[config.mk]
export PLATFORM = sky130hd
export DESIGN_NAME = hazard_fwd_unit
export DESIGN_NICKNAME = d
export VERILOG_FILES = /design/src/rtl/hazard_fwd_unit_pkg.sv /design/src/rtl/hazard_fwd_unit_stage_tag.sv /design/src/rtl/hazard_fwd_unit.sv
export SDC_FILE = /design/constraint.sdc
export NUM_CORES = 1
export LEC_CHECK = 0
export CORE_UTILIZATION = 49
export DETAILED_ROUTE_END_ITERATION = 16
export PLACE_DENSITY = 0.83
export SETUP_SLACK_MARGIN = 0.5
export SYNTH_ARGS = -nofsm -noshare
export SYNTH_HDL_FRONTEND = slang
export SYNTH_SLANG_ARGS = --single-unit
[constraint.sdc]
create_clock -name clk -period 2.55 [get_ports clk]
set_clock_uncertainty 0.2 [all_clocks]
set_input_delay 0.51 -clock clk [delete_from_list [all_inputs] [get_ports clk]]
set_output_delay 0.51 -clock clk [all_outputs]
set_load 0.01 [all_outputs]
[src/rtl/hazard_fwd_unit_pkg.sv]
// Shared pipeline definitions: forward-select encodings and the per-stage
// destination tag used by the hazard unit and the EX operand muxes.
package hazard_fwd_unit_pkg;

    localparam int REG_W = 5;
    localparam int CNT_W = 16;

    typedef enum logic [1:0] {
        FWD_NONE   = 2'b00,
        FWD_MEM_WB = 2'b01,
        FWD_EX_MEM = 2'b10
    } fwd_sel_t;

    typedef struct packed {
        logic [REG_W-1:0] dst;
        logic             reg_write;
        logic             mem_read;
    } stage_tag_t;

    localparam stage_tag_t TAG_EMPTY = stage_tag_t'('0);

    // A stage supplies a source operand only if it really writes a non-zero register.
    function automatic logic tag_produces(
        input stage_tag_t       tag,
        input logic [REG_W-1:0] src,
        input logic             uses
    );
        return uses && tag.reg_write && (tag.dst != '0) && (tag.dst == src);
    endfunction

    function automatic fwd_sel_t select_fwd(
        input stage_tag_t       ex_tag,
        input stage_tag_t       mem_tag,
        input logic [REG_W-1:0] src,
        input logic             uses
    );
        fwd_sel_t sel;
        if (tag_produces(ex_tag, src, uses))
            sel = FWD_EX_MEM;
        else if (tag_produces(mem_tag, src, uses))
            sel = FWD_MEM_WB;
        else
            sel = FWD_NONE;
        return sel;
    endfunction

endpackage

[src/rtl/hazard_fwd_unit_stage_tag.sv]
// One pipeline stage's shadow tag; a bubble loads an empty tag in place of the input.
module stage_tag_reg
    import hazard_fwd_unit_pkg::*;
(
    input  logic       clk,
    input  logic       rst_n,
    input  logic       bubble,
    input  stage_tag_t tag_d,
    output stage_tag_t tag_q
);

    always_ff @(posedge clk or negedge rst_n) begin
        if (!rst_n)
            tag_q <= TAG_EMPTY;
        else if (bubble)
            tag_q <= TAG_EMPTY;
        else
            tag_q <= tag_d;
    end

endmodule

[src/rtl/hazard_fwd_unit.sv]
// Load-use stall detection, EX operand forwarding selects and WB->ID bypass,
// driven from shadow destination tags kept for the EX, MEM and WB stages.
module hazard_fwd_unit
    import hazard_fwd_unit_pkg::*;
(
    input  logic             clk,
    input  logic             rst_n,
    input  logic [REG_W-1:0] id_rs,
    input  logic [REG_W-1:0] id_rt,
    input  logic             id_uses_rs,
    input  logic             id_uses_rt,
    input  logic [REG_W-1:0] id_write_reg,
    input  logic             id_reg_write,
    input  logic             id_mem_read,
    input  logic             id_valid,
    input  logic             flush,
    output logic [1:0]       ForwardA,
    output logic [1:0]       ForwardB,
    output logic             stall,
    output logic             id_ex_bubble,
    output logic             wb_bypass_a,
    output logic             wb_bypass_b,
    output logic [CNT_W-1:0] stall_count
);

    stage_tag_t id_tag;
    stage_tag_t ex_tag;
    stage_tag_t mem_tag;
    stage_tag_t wb_tag;
    logic       advance;
    logic       load_use;
    fwd_sel_t   fwd_a_nxt;
    fwd_sel_t   fwd_b_nxt;
    fwd_sel_t   fwd_a_q;
    fwd_sel_t   fwd_b_q;
    logic       unused_wb_mem_read;

    function automatic logic [CNT_W-1:0] sat_inc(input logic [CNT_W-1:0] val);
        return (val == {CNT_W{1'b1}}) ? val : val + 1'b1;
    endfunction

    assign id_tag = '{dst: id_write_reg, reg_write: id_reg_write, mem_read: id_mem_read};

    // Hazard detection against the instruction currently in EX
    assign load_use = ex_tag.mem_read && (ex_tag.dst != '0) &&
                      ((id_uses_rs && (id_rs == ex_tag.dst)) ||
                       (id_uses_rt && (id_rt == ex_tag.dst)));

    assign stall        = load_use && id_valid && !flush;
    assign advance      = id_valid && !stall && !flush;
    assign id_ex_bubble = (stall || flush) && rst_n;

    assign fwd_a_nxt = select_fwd(ex_tag, mem_tag, id_rs, id_uses_rs);
    assign fwd_b_nxt = select_fwd(ex_tag, mem_tag, id_rt, id_uses_rt);

    assign wb_bypass_a = tag_produces(wb_tag, id_rs, id_uses_rs);
    assign wb_bypass_b = tag_produces(wb_tag, id_rt, id_uses_rt);

    assign unused_wb_mem_read = wb_tag.mem_read;

    // Shadow tags: ID -> EX -> MEM -> WB
    stage_tag_reg u_ex_tag (
        .clk    (clk),
        .rst_n  (rst_n),
        .bubble (!advance),
        .tag_d  (id_tag),
        .tag_q  (ex_tag)
    );

    stage_tag_reg u_mem_tag (
        .clk    (clk),
        .rst_n  (rst_n),
        .bubble (1'b0),
        .tag_d  (ex_tag),
        .tag_q  (mem_tag)
    );

    stage_tag_reg u_wb_tag (
        .clk    (clk),
        .rst_n  (rst_n),
        .bubble (1'b0),
        .tag_d  (mem_tag),
        .tag_q  (wb_tag)
    );

    // Forward selects travel with the consumer into EX; bubbles carry none
    always_ff @(posedge clk or negedge rst_n) begin
        if (!rst_n) begin
            fwd_a_q <= FWD_NONE;
            fwd_b_q <= FWD_NONE;
        end else if (advance) begin
            fwd_a_q <= fwd_a_nxt;
            fwd_b_q <= fwd_b_nxt;
        end else begin
            fwd_a_q <= FWD_NONE;
            fwd_b_q <= FWD_NONE;
        end
    end

    assign ForwardA = fwd_a_q;
    assign ForwardB = fwd_b_q;

    always_ff @(posedge clk or negedge rst_n) begin
        if (!rst_n)
            stall_count <= '0;
        else if (stall)
            stall_count <= sat_inc(stall_count);
    end

endmodule

Run 1, placement view:
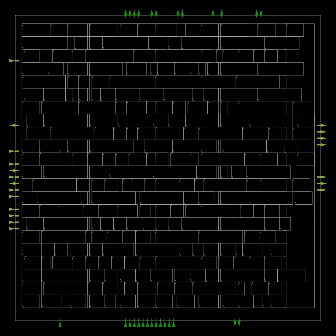
post-layout instance count excluding filler cells: 316
row cnt: 22
fraction of area in registers: 30.2%

Run 1, port wiring:
Drawn at 4 px/um.
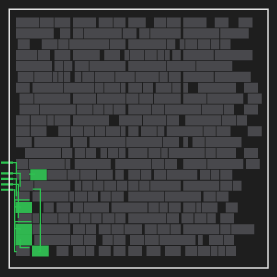
id_write_reg -> green  # bits 5, direction input, edge left, end cells 5, buffers 5, wire 79.6 um
PortBufs: 46
top-level port count: 47

==> notes.org, run 1 <==
#+TITLE: Physical design notes

** Run status
- Status :: finished, violations left
- The final reports fail on negative setup slack.

** Setup path
- STA classifies the critical path startpoint as an input port.
- The endpoint identified for the worst register-to-register timing path is stall_count[14].
- The OpenROAD report gives the critical path a data arrival time of 1.97 ns.
- Critical Path Sink :: id_ex_bubble
- STA classifies the critical path endpoint as an output port.
- OpenSTA lists the critical path startpoint as id_rt[3].
- Looking at the setup timing report, the critical path kind is input port to output port.
- Worst-case reg-to-reg path depth :: 10

** Final timing
- For this run, the final setup violation count is recorded as 2.
- After layout, the worst setup slack is -0.126 ns.
- Final Hold Vio Count :: 0
- Transition time of the tightest slew-check pin :: 0.627 ns
- Ratio of final minimum period to clock period :: 105%

** Finish
- Number of nets in the final layout :: 291
- Comb gate area :: 1240 sq um
- Most used cells in the layout excluding fill and tap cells :: sky130_fd_sc_hd__buf_4, sky130_fd_sc_hd__dfrtp_1, sky130_fd_sc_hd__clkdlybuf4s50_1

** Drt
- Number of nets still failing antenna checks after routing :: 0
- The routed design has 7.23 mm of wire.

** CTS
- Clock tree synthesis selected as its root buffer the cell sky130_fd_sc_hd__clkbuf_8.
- Looking at the worst setup and hold paths, the clock pins of their registers show a slew of 0.09 ns.

** Placement
- The wire-length estimate of the detail-placed layout is 3.32 mm.
- The congestion estimate from routability-driven global placement came to 0.873.

** Logic synthesis
- Each instance of the synthesized netlist takes up on average 11.4 sq um.
- After technology mapping, the gate count stands at 167.
- Synthesized chip area reported by yosys :: 1900 sq um
- Compound Share, Synth :: 1.91%
- Synthesis inferred 39 register bits.
- Logic family by area :: simple AND/OR/NAND/NOR gates

** Power
- The power report shows net switching accounting for 26.9% of the total.
- Fraction of power consumed by combinational cells :: 14.7%
- Leakage power total :: 1.54 nW
- The clock network accounts for 33.9% of the total power.
- Power share of the sequential group :: 51.3%

** Floorplan
- Area of the core :: 3690 sq um
- The chip occupies 4140 sq um.

** Hold path
- Path class of the lowest-slack min-delay path :: input port to async pin

** Global route
- Residual overflow from global routing :: 0
- Number of antenna violations at the first check in global routing :: 0
Run 1, logic cells by family:
Drawn at 8 px/um.
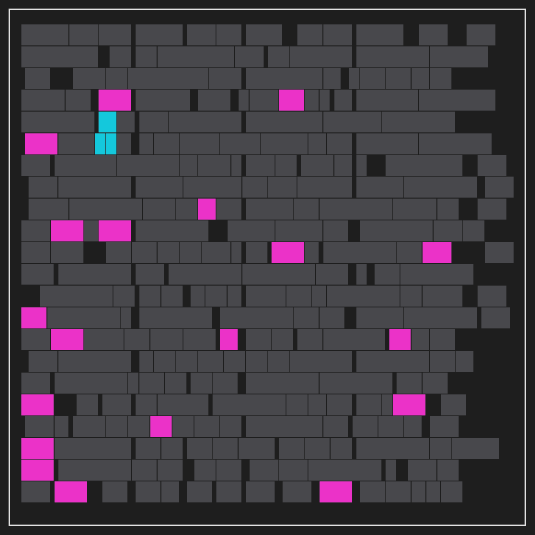
inverters -> cyan  # cells 3, most used inv_1
AND and OR gates -> magenta  # cells 19, most used and3_4, where spread over the die
multi-input combinational area share: 37.9%
most common logic cell in the routed design: sky130_fd_sc_hd__buf_4

[run 1: final cells by class]
class                      instances  area share, %
clock buffer                       6           2.22
clock inverter                     2          0.383
inverter                           3          0.421
multi-input combinational        123           37.9
sequential                        39           30.2
tap                               48           1.84
timing repair buffer              95           27.0
[run 1: power groups by stage]
| stage | Clock [mW] | Combinational [mW] | Sequential (mW) |
|---|---|---|---|
| 3_3_place_gp | 0 | 0.138 | 0.656 |
| 4_1_cts | 0.408 | 0.154 | 0.644 |
| 5_1_grt | 0.452 | 0.195 | 0.647 |
| 3_5_place_dp | 0 | 0.141 | 0.656 |
| 2_1_floorplan | 0 | 0.0509 | 0.653 |
| 6_report | 0.427 | 0.186 | 0.647 |
[run 1: critical path, cell delays in order]
cell,delay (ns)
sky130_fd_sc_hd__clkdlybuf4s15_1,0.20
sky130_fd_sc_hd__xor2_1,0.18
sky130_fd_sc_hd__nor4_2,0.27
sky130_fd_sc_hd__and3_4,0.26
sky130_fd_sc_hd__buf_6,0.10
sky130_fd_sc_hd__o21ai_4,0.05
sky130_fd_sc_hd__and2_4,0.17
sky130_fd_sc_hd__nor2b_4,0.11
sky130_fd_sc_hd__buf_6,0.10
[run 1: routing by layer]
metal	GRT usage [%]	up-vias	wire length (um)
li1	-	789	-
met2	54.5	113	3560
met5	0	-	0
met4	10.6	0	318
met3	8.04	37	537
met1	38.7	950	2810
[run 1: registers in the layout, indices dropped and copies added (netlist names)]
name             flops
u_ex_tag.tag_q       7
ForwardA             2
u_wb_tag.tag_q       6
u_mem_tag.tag_q      6
stall_count         16
ForwardB             2
[run 1: synthesized netlist by cell type, types with 2 or more instances]
cell | n | area [sq um]
sky130_fd_sc_hd__dfrtp_1 | 39 | 976
sky130_fd_sc_hd__xor2_1 | 29 | 254
sky130_fd_sc_hd__xnor2_1 | 15 | 131
sky130_fd_sc_hd__and3_1 | 12 | 75.1
sky130_fd_sc_hd__nor3_1 | 11 | 55.1
sky130_fd_sc_hd__nor4_1 | 9 | 56.3
sky130_fd_sc_hd__nand2_1 | 8 | 30.0
sky130_fd_sc_hd__nand3_1 | 7 | 35.0
sky130_fd_sc_hd__nand4_1 | 7 | 43.8
sky130_fd_sc_hd__inv_1 | 3 | 11.3
sky130_fd_sc_hd__nor2_1 | 3 | 11.3
sky130_fd_sc_hd__o21ai_0 | 3 | 15.0
sky130_fd_sc_hd__mux2_2 | 2 | 22.5
sky130_fd_sc_hd__nor2b_1 | 2 | 12.5
sky130_fd_sc_hd__nor3b_1 | 2 | 15.0
sky130_fd_sc_hd__or4_1 | 2 | 15.0
[run 1: timing repair]
| action | in CTS | in global routing |
|---|---|---|
| cloned | 1 | 0 |
| gates resized | 82 | 32 |
| buffers inserted | 16 | 5 |
| pin swaps | 34 | 14 |
| setup endpoints to repair | 31 | 39 |
[run 1: stage by stage]
step | setup slack, ns | cells | hold WS, ns
6_report | -0.126 | 316 | 0.0870
5_1_grt | -0.164 | 316 | 0.131
4_1_cts | -0.0854 | 311 | 0.103
3_5_place_dp | -0.689 | 286 | 0.168
3_3_place_gp | -0.630 | 286 | 0.165
2_1_floorplan | 0.267 | 167 | 0.0144
==> run 2: changes to the inputs <==
--- a/config.mk
+++ b/config.mk
@@ -6,6 +6,7 @@
 export NUM_CORES = 1
 export LEC_CHECK = 0
 export CORE_UTILIZATION = 49
+export CTS_CLUSTER_SIZE = 8
 export DETAILED_ROUTE_END_ITERATION = 16
 export PLACE_DENSITY = 0.83
 export SETUP_SLACK_MARGIN = 0.5
Run 2, cell sizes after repair:
Drawn at 8 px/um.
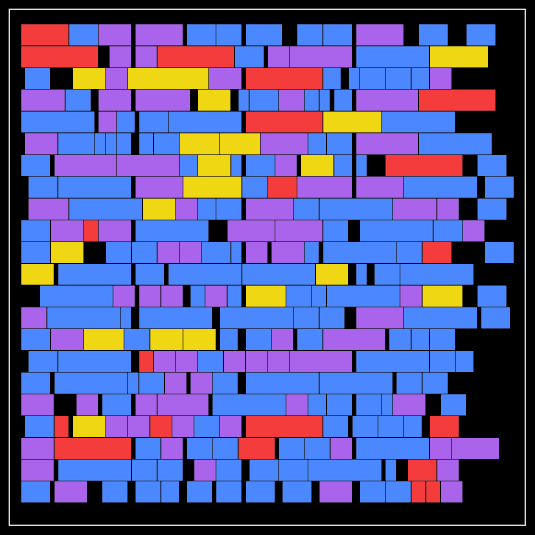
_3 and _4 cells -> purple  # cells 78, share 29%
_0 and _1 cells -> blue  # cells 150, share 56%
_2 cells -> red  # cells 20, share 7.5%
_6 and larger -> yellow  # cells 20, share 7.5%
number of signal-net buffers in the layout: 95
Worst Setup Slack, final: -0.126 ns

==> notes.org, run 2 <==
#+TITLE: Physical design notes

** Power
- The relative contribution of the clock network to total power came to 33.9% (about the same).
- Post-layout total power :: 1.26 mW
- The portion of total power attributed to combinational logic is 14.7% (about the same).
- Total net switching power :: 0.339 mW
- The register share of total power is 51.3% (about the same).
- Leakage power total :: 1.54 nW (unchanged)
- Switching Fraction :: 26.9% (unchanged)

** Placement
- The number of buffers inserted by port buffering was 46 (unchanged).
- The half-perimeter wire length of the detailed placement result is 3.32 mm (unchanged).
- The placer's final routability congestion estimate was 0.873 (unchanged).
- The pre-CTS setup slack was -0.689 ns (unchanged).

** Drt
- The routed wire length came to 7.23 mm (unchanged).
- Number of nets still failing antenna checks after routing :: 0 (unchanged)
- For this sky-water flow run, the detailed-routed wirelength per cell is reported as 22.9 um.

** Final timing
- The actual transition at the worst max-transition pin came to 0.627 ns (unchanged).
- Final Hold Vio Count :: 0 (unchanged)
- The final cycle utilization of the critical path was 105% (unchanged).
- RSZ-0062 raised after global routing :: yes
- Max Fclk :: 0.374 GHz
- The setup slack after layout came to -0.126 ns (unchanged).
- The total setup violations reported at the end of the flow was 2 (unchanged).

** Floorplan
- Row cnt :: 22 (unchanged)
- The initial utilization of the core area, before any placement, comes to 51.6%.
- The number of top-level design ports came to 47 (unchanged).
- The standard cell core area came to 3690 sq um (unchanged).
- The area of the chip came to 4140 sq um (unchanged).
- The die is 64.3 um wide.

** CTS
- TritonCTS built the clock tree.
- Clk pin slew, worst setup/hold paths :: 0.09 ns (about the same)
- Post-CTS Hold Fix Bufs :: 0
- Root buf cell :: sky130_fd_sc_hd__clkbuf_8

** Setup path
- The number of cells traversed by the worst register-to-register path is 10 (unchanged).
- The worst setup path is captured at an output port.
- Type of the worst setup path :: input port to output port
- Launch point of the critical path :: id_rt[3]
- STA classifies the critical path startpoint as an input port.
- Crit path DAT :: 1.97 ns (about the same)
- Per the timing report, the most critical flop-to-flop path finishes at stall_count[14].

** Run status
- Violated checks :: negative setup slack
- Status :: finished, violations left

** Logic synthesis
- Largest cells by area after synthesis :: sky130_fd_sc_hd__dfrtp_1, sky130_fd_sc_hd__xor2_1, sky130_fd_sc_hd__xnor2_1, sky130_fd_sc_hd__and3_1, sky130_fd_sc_hd__nor4_1
- Synth flops :: 39 (unchanged)
- Synthesized chip area reported by yosys :: 1900 sq um (unchanged)
- Top cells by count :: sky130_fd_sc_hd__dfrtp_1, sky130_fd_sc_hd__xor2_1, sky130_fd_sc_hd__xnor2_1, sky130_fd_sc_hd__and3_1, sky130_fd_sc_hd__nor3_1
- The largest total area in the synthesized netlist belongs to sky130_fd_sc_hd__dfrtp_1.
- Syn Std Cell Area :: 1900 sq um
- Warning count from the yosys run :: 0
- The mean post-synth cell area is 11.4 sq um (unchanged).
- In the Yosys report the total cell count is 167.
- Area leader share :: 51.3% (unchanged)
- Leading cell type by number of instances after synthesis :: sky130_fd_sc_hd__dfrtp_1
- Cell count after synthesis :: 167 (unchanged)

** Finish
- Among logic cells in the layout, the one with the most instances is sky130_fd_sc_hd__buf_4.
- Number of nets in the final layout :: 291 (unchanged)
- Top register by number of flip-flops :: stall_count
- Biggest registers after layout :: stall_count x16, u_ex_tag.tag_q x7
- Number of flip-flops in the largest register :: 16 (unchanged)
- Most used cells in the layout excluding fill and tap cells :: sky130_fd_sc_hd__buf_4, sky130_fd_sc_hd__dfrtp_1, sky130_fd_sc_hd__clkdlybuf4s50_1

** Flow run
- Maximum capacitance violations :: 0
- The stage logs contain a warning count of 29.

** Hold path
- Path class of the lowest-slack min-delay path :: input port to async pin

** Global route
- Residual overflow from global routing :: 0 (unchanged)
- Global-route usage over all layers :: 31.8%
- Number of antenna violations at the first check in global routing :: 0 (unchanged)
Run 2, logic cells by family:
Drawn at 8 px/um.
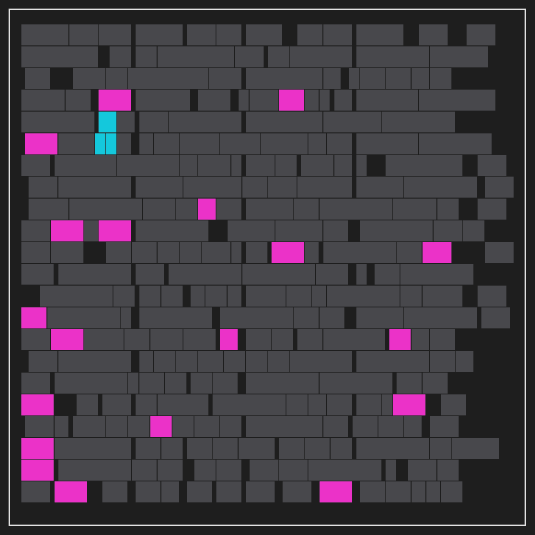
inverters -> cyan  # cells 3, most used inv_1
AND and OR gates -> magenta  # cells 19, most used and3_4, where spread over the die

[run 2: cell counts after synthesis]
No cell type changed its count.
[run 2: cell type report]
| type | count | area, sq um | area share [%] |
|---|---|---|---|
| Clock buffer | 6 | 72.6 | 2.22 |
| Clock inverter | 2 | 12.5 | 0.383 |
| Inverter | 3 | 13.8 | 0.421 |
| Multi-Input combinational cell | 123 | 1240 | 37.9 |
| Sequential cell | 39 | 986 | 30.2 |
| Tap cell | 48 | 60.1 | 1.84 |
| Timing Repair Buffer | 95 | 883 | 27.0 |
[run 2: worst max path at each step]
| stage | endpoint | depth (start not counted) |
|---|---|---|
| finish | id_ex_bubble | 9 |
| global route | id_ex_bubble | 9 |
| CTS | id_ex_bubble | 8 |
| detailed placement | id_ex_bubble | 8 |
| global placement | id_ex_bubble | 8 |
| floorplan | id_ex_bubble | 7 |
[run 2: power by group through the flow]
stage               combinational, mW  sequential, mW  clock [mW]
floorplan                      0.0509           0.653           0
global placement                0.138           0.656           0
detailed placement              0.141           0.656           0
CTS                             0.154           0.644       0.408
global route                    0.195           0.647       0.452
finish                          0.186           0.647       0.427
[run 2: routing by layer]
metal | track usage (%) | up-vias | routed length, um
li1 | - | 789 | -
met1 | 38.7 | 950 | 2810
met5 | 0 | - | 0
met3 | 8.04 | 37 | 537
met2 | 54.5 | 113 | 3560
met4 | 10.6 | 0 | 318
[run 2: worst max-delay path, cell delays in order]
cell                              delay (ns)
sky130_fd_sc_hd__clkdlybuf4s15_1        0.20
sky130_fd_sc_hd__xor2_1                 0.18
sky130_fd_sc_hd__nor4_2                 0.27
sky130_fd_sc_hd__and3_4                 0.26
sky130_fd_sc_hd__buf_6                  0.10
sky130_fd_sc_hd__o21ai_4                0.05
sky130_fd_sc_hd__and2_4                 0.17
sky130_fd_sc_hd__nor2b_4                0.11
sky130_fd_sc_hd__buf_6                  0.10
[run 2: repair_timing]
item | 4_1_cts | 5_1_grt
gates cloned | 1 | 0
pin swaps | 34 | 14
setup endpoints to repair | 31 | 39
setup buffers | 16 | 5
resized | 82 | 32
[run 2: per-stage QoR]
step / area [sq um] / setup TNS (ns) / utilization (%) / hold WS (ns) / cells
2_1_floorplan: 1930 / 0 / - / 0.0144 / 167
3_3_place_gp: 2630 / -4.33 / 71.2 / 0.165 / 286
3_5_place_dp: 2630 / -5.88 / 71.2 / 0.168 / 286
4_1_cts: 3090 / -0.0912 / 83.8 / 0.103 / 311
5_1_grt: 3270 / -0.267 / 88.6 / 0.131 / 316
6_report: 3270 / -0.197 / 88.6 / 0.0870 / 316
[run 2: cell families after synthesis]
group | Yosys count | share of synthesized area [%]
simple gates | 72 | 23.3
xor+xnor | 44 | 20.2
flops | 39 | 51.3
buf+inv | 5 | 1.45
compound gates | 4 | 1.91
mux | 2 | 1.18
fa+ha+maj | 1 | 0.657
Run 2, port wiring:
Drawn at 4 px/um.
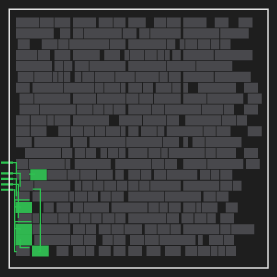

==> run 3: changes to the inputs <==
--- a/config.mk
+++ b/config.mk
@@ -5,11 +5,14 @@
 export SDC_FILE = /design/constraint.sdc
 export NUM_CORES = 1
 export LEC_CHECK = 0
-export CORE_UTILIZATION = 49
+export CELL_PAD_IN_SITES_DETAIL_PLACEMENT = 0
+export CELL_PAD_IN_SITES_GLOBAL_PLACEMENT = 2
+export CORE_UTILIZATION = 31
 export CTS_CLUSTER_SIZE = 8
 export DETAILED_ROUTE_END_ITERATION = 16
-export PLACE_DENSITY = 0.83
+export PLACE_DENSITY_LB_ADDON = 0.12
 export SETUP_SLACK_MARGIN = 0.5
+export SLEW_MARGIN = 10
 export SYNTH_ARGS = -nofsm -noshare
 export SYNTH_HDL_FRONTEND = slang
 export SYNTH_SLANG_ARGS = --single-unit
Run 3, port wiring:
Drawn at 3 px/um.
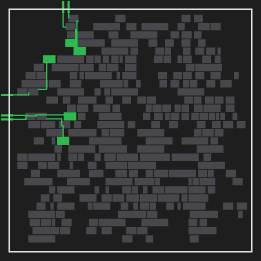
id_write_reg -> green  # bits 5, direction input, edge 3 left, 2 top, end cells 5, buffers 5, wire 84.2 um

Run 3, placement view:
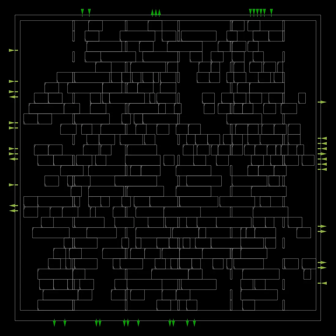
share of the core filled with cells: 53.8%
layout filler cell count: 537
well tap count: 75

==> notes.org, run 3 <==
#+TITLE: Physical design notes

** Run status
- Status :: finished, violations left
- Violated checks :: negative setup slack

** Logic synthesis
- The cell type that accounts for the most area after synthesis is sky130_fd_sc_hd__dfrtp_1.
- Leading cell type by number of instances after synthesis :: sky130_fd_sc_hd__dfrtp_1
- Counting instances in the post-synthesis netlist gives the leading cell types as sky130_fd_sc_hd__dfrtp_1, sky130_fd_sc_hd__xor2_1, sky130_fd_sc_hd__xnor2_1, sky130_fd_sc_hd__and3_1, sky130_fd_sc_hd__nor3_1.
- Synth flops :: 39 (unchanged)
- The chip area line of the yosys report was 1900 sq um (unchanged).
- The total standard cell area after synthesis was 1900 sq um (unchanged).
- Area leader share :: 51.3% (unchanged)
- Largest cells by area after synthesis :: sky130_fd_sc_hd__dfrtp_1, sky130_fd_sc_hd__xor2_1, sky130_fd_sc_hd__xnor2_1, sky130_fd_sc_hd__and3_1, sky130_fd_sc_hd__nor4_1
- Cell count after synthesis :: 167 (unchanged)
- The total number of yosys warnings came to 0 (unchanged).

** Final timing
- The final cycle utilization of the critical path is 102% (-2.5 points).
- Worst Setup Slack, final :: -0.0624 ns (+0.0632 ns)
- Transition time of the tightest slew-check pin :: 0.502 ns (-0.125 ns)
- Max Fclk :: 0.383 GHz (+2.4%)
- Setup repair after global routing could not meet its margin everywhere.
- The number of hold-slack violations in the final timing report came to 0 (unchanged).
- Hold Slack :: 0.156 ns (+0.0689 ns)
- The total setup violations reported at the end of the flow was 2 (unchanged).

** Setup path
- The buffering stage count on the worst path with inverters included is 2 (-1).
- Startpoint types :: flip-flop
- STA classifies the critical path endpoint as an output port.
- Most repeated library cell on the critical path :: sky130_fd_sc_hd__buf_6
- The cell family contributing the most delay on the critical path is simple AND/OR/NAND/NOR gates.
- The worst stage delay on the critical path is 0.41 ns (+0.14 ns).
- Crit path DAT :: 1.90 ns (-0.07 ns)
- Max stage delay cell, worst path :: sky130_fd_sc_hd__dfrtp_1
- The setup path with the least slack is of type flip-flop to output port.
- Critical-path cell list :: buf_6, xor2_1, nor4_1, and3_2, o21ai_4, and2_4, nor2b_4, buf_6

** Power
- Worst IR Drop VDD :: 263 uV
- Clock network fraction of design power :: 39.1% (+5.2 points)
- Fraction of power consumed by combinational cells :: 12.0% (-2.7 points)
- Post-layout total power :: 1.32 mW (+4.4%)
- Cell internal power was estimated by the tool at 1.01 mW.
- The register share of total power is 48.9% (-2.4 points).
- The power dissipated by switching net loads came to 0.305 mW (-10%).

** Flow run
- Maximum capacitance violations :: 0 (unchanged)
- The total number of warnings across the stage logs was 29 (unchanged).

** Global route
- Number of antenna violations at the first check in global routing :: 0 (unchanged)
- The total overflow reported by the global router came to 0 (unchanged).
- The overall fraction of global-route tracks in use is 16.7% (-15 points).

** Finish
- Top register by number of flip-flops :: stall_count
- The number of nets in the finished design is 282 (-3.1%).
- Most used cells in the layout excluding fill and tap cells :: sky130_fd_sc_hd__dfrtp_1, sky130_fd_sc_hd__clkdlybuf4s50_1, sky130_fd_sc_hd__buf_4
- Biggest registers after layout :: stall_count x16, u_ex_tag.tag_q x7
- Number of flip-flops in the largest register :: 16 (unchanged)

** CTS
- Bufs on Longest Clock Path :: 2
- The root buffer cell chosen for the clock tree is sky130_fd_sc_hd__clkbuf_8.
- The post-cts hold buffer count came to 0 (unchanged).
- TritonCTS built the clock tree.

** Floorplan
- The number of top-level design ports is 47 (unchanged).
- The floorplan-stage core utilization was 32.1% (-19 points).
- Row cnt :: 28 (+27%)
- The area of the chip was 6460 sq um (+56%).

** Placement
- The half-perimeter wire length of the detailed placement result is 3.62 mm (+9.1%).
- The number of buffers inserted by port buffering is 46 (unchanged).
- RD Place Congestion :: 0.732 (-16%)

** Drt
- The remaining antenna violation count after routing came to 0 (unchanged).
- The routed length per placed instance came to 15.3 um (-33%).
- The routed wire length is 5.10 mm (-29%).

** Hold path
- STA reports the tightest min-delay check as being of type input port to async pin.
[run 3: cell families (layout without fill, tap and decap cells)]
kind of cell	count (synthesis)	count (layout)	share of synthesized area, %
AOI/OAI and AO/OA	4	4	1.91
muxes	2	2	1.18
buffers and inverters	5	97	1.45
and+or+nand+nor	72	72	23.3
xor gates and xnor gates	44	44	20.2
DFF	39	39	51.3
adders and majority gates	1	1	0.657
[run 3: worst paths after layout]
path | slack (ns) | end | cells past startpoint | start
setup / recovery | -0.06 | id_ex_bubble | 8 | u_ex_tag.tag_q[4]
hold / removal | 0.16 | stall_count[13] | 2 | rst_n
setup reg to reg | 0.06 | stall_count[6] | 11 | u_ex_tag.tag_q[4]
hold reg to reg | 0.18 | u_wb_tag.tag_q[1] | 0 | u_mem_tag.tag_q[1]
max in group asynchronous | 1.61 | stall_count[6] | 2 | rst_n
min in group clk | 0.18 | u_wb_tag.tag_q[1] | 0 | u_mem_tag.tag_q[1]
[run 3: cell type report]
| cell class | instances | area [sq um] | share of cell area (%) |
|---|---|---|---|
| Clock buffer | 5 | 68.8 | 2.16 |
| Timing Repair Buffer | 86 | 801 | 25.1 |
| Tap cell | 75 | 93.8 | 2.94 |
| Multi-Input combinational cell | 123 | 1180 | 37.1 |
| Inverter | 3 | 13.8 | 0.432 |
| Clock inverter | 3 | 43.8 | 1.37 |
| Sequential cell | 39 | 985 | 30.9 |
[run 3: through the flow]
| stage | setup TNS, ns | cell area [sq um] | instances |
|---|---|---|---|
| 5_1_grt | -0.274 | 3190 | 334 |
| 4_1_cts | -0.120 | 3000 | 328 |
| 3_5_place_dp | -5.75 | 2650 | 312 |
| 3_3_place_gp | -5.71 | 2650 | 312 |
| 2_1_floorplan | 0 | 1930 | 167 |
| 6_report | -0.104 | 3190 | 334 |
[run 3: layer usage]
layer,part of all wire (%),vias up,global-route usage [%]
li1,-,774,-
met1,47,775,24.0
met2,47,39,25.2
met3,4.9,5,3.18
met4,1.2,0,5.36
met5,0,-,0
[run 3: timing repair]
item	4_1_cts	5_1_grt
pin swaps	20	17
resized	66	29
endpoints found under the setup margin	31	36
buffers inserted	7	6
gates cloned	1	0
[run 3: power by group through the flow]
stage / sequential, mW / clock (mW) / combinational, mW
after floorplan: 0.653 / 0 / 0.0509
after global placement: 0.656 / 0 / 0.142
after detailed placement: 0.656 / 0 / 0.143
after CTS: 0.644 / 0.534 / 0.148
after global routing: 0.646 / 0.558 / 0.173
final: 0.644 / 0.514 / 0.158

## Gallery

Ports around the boundary.
Plate I
Drawn at 8 px/um. Pins as bars across the die edge, other pins in grey.
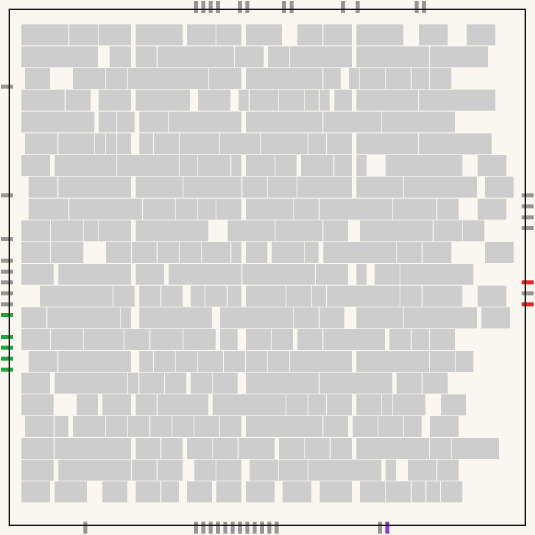
Plate II
Drawn at 6 px/um. Pins as bars across the die edge, other pins in grey.
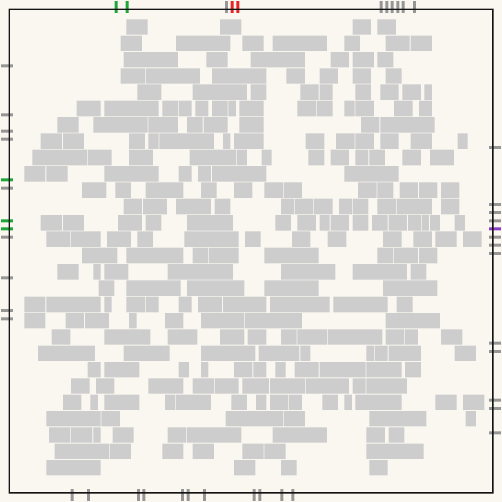
The one with the largest die is Plate II.
Plate I comes from run 1.
Plate II comes from run 3.

Power and IR drop assume default switching activity.
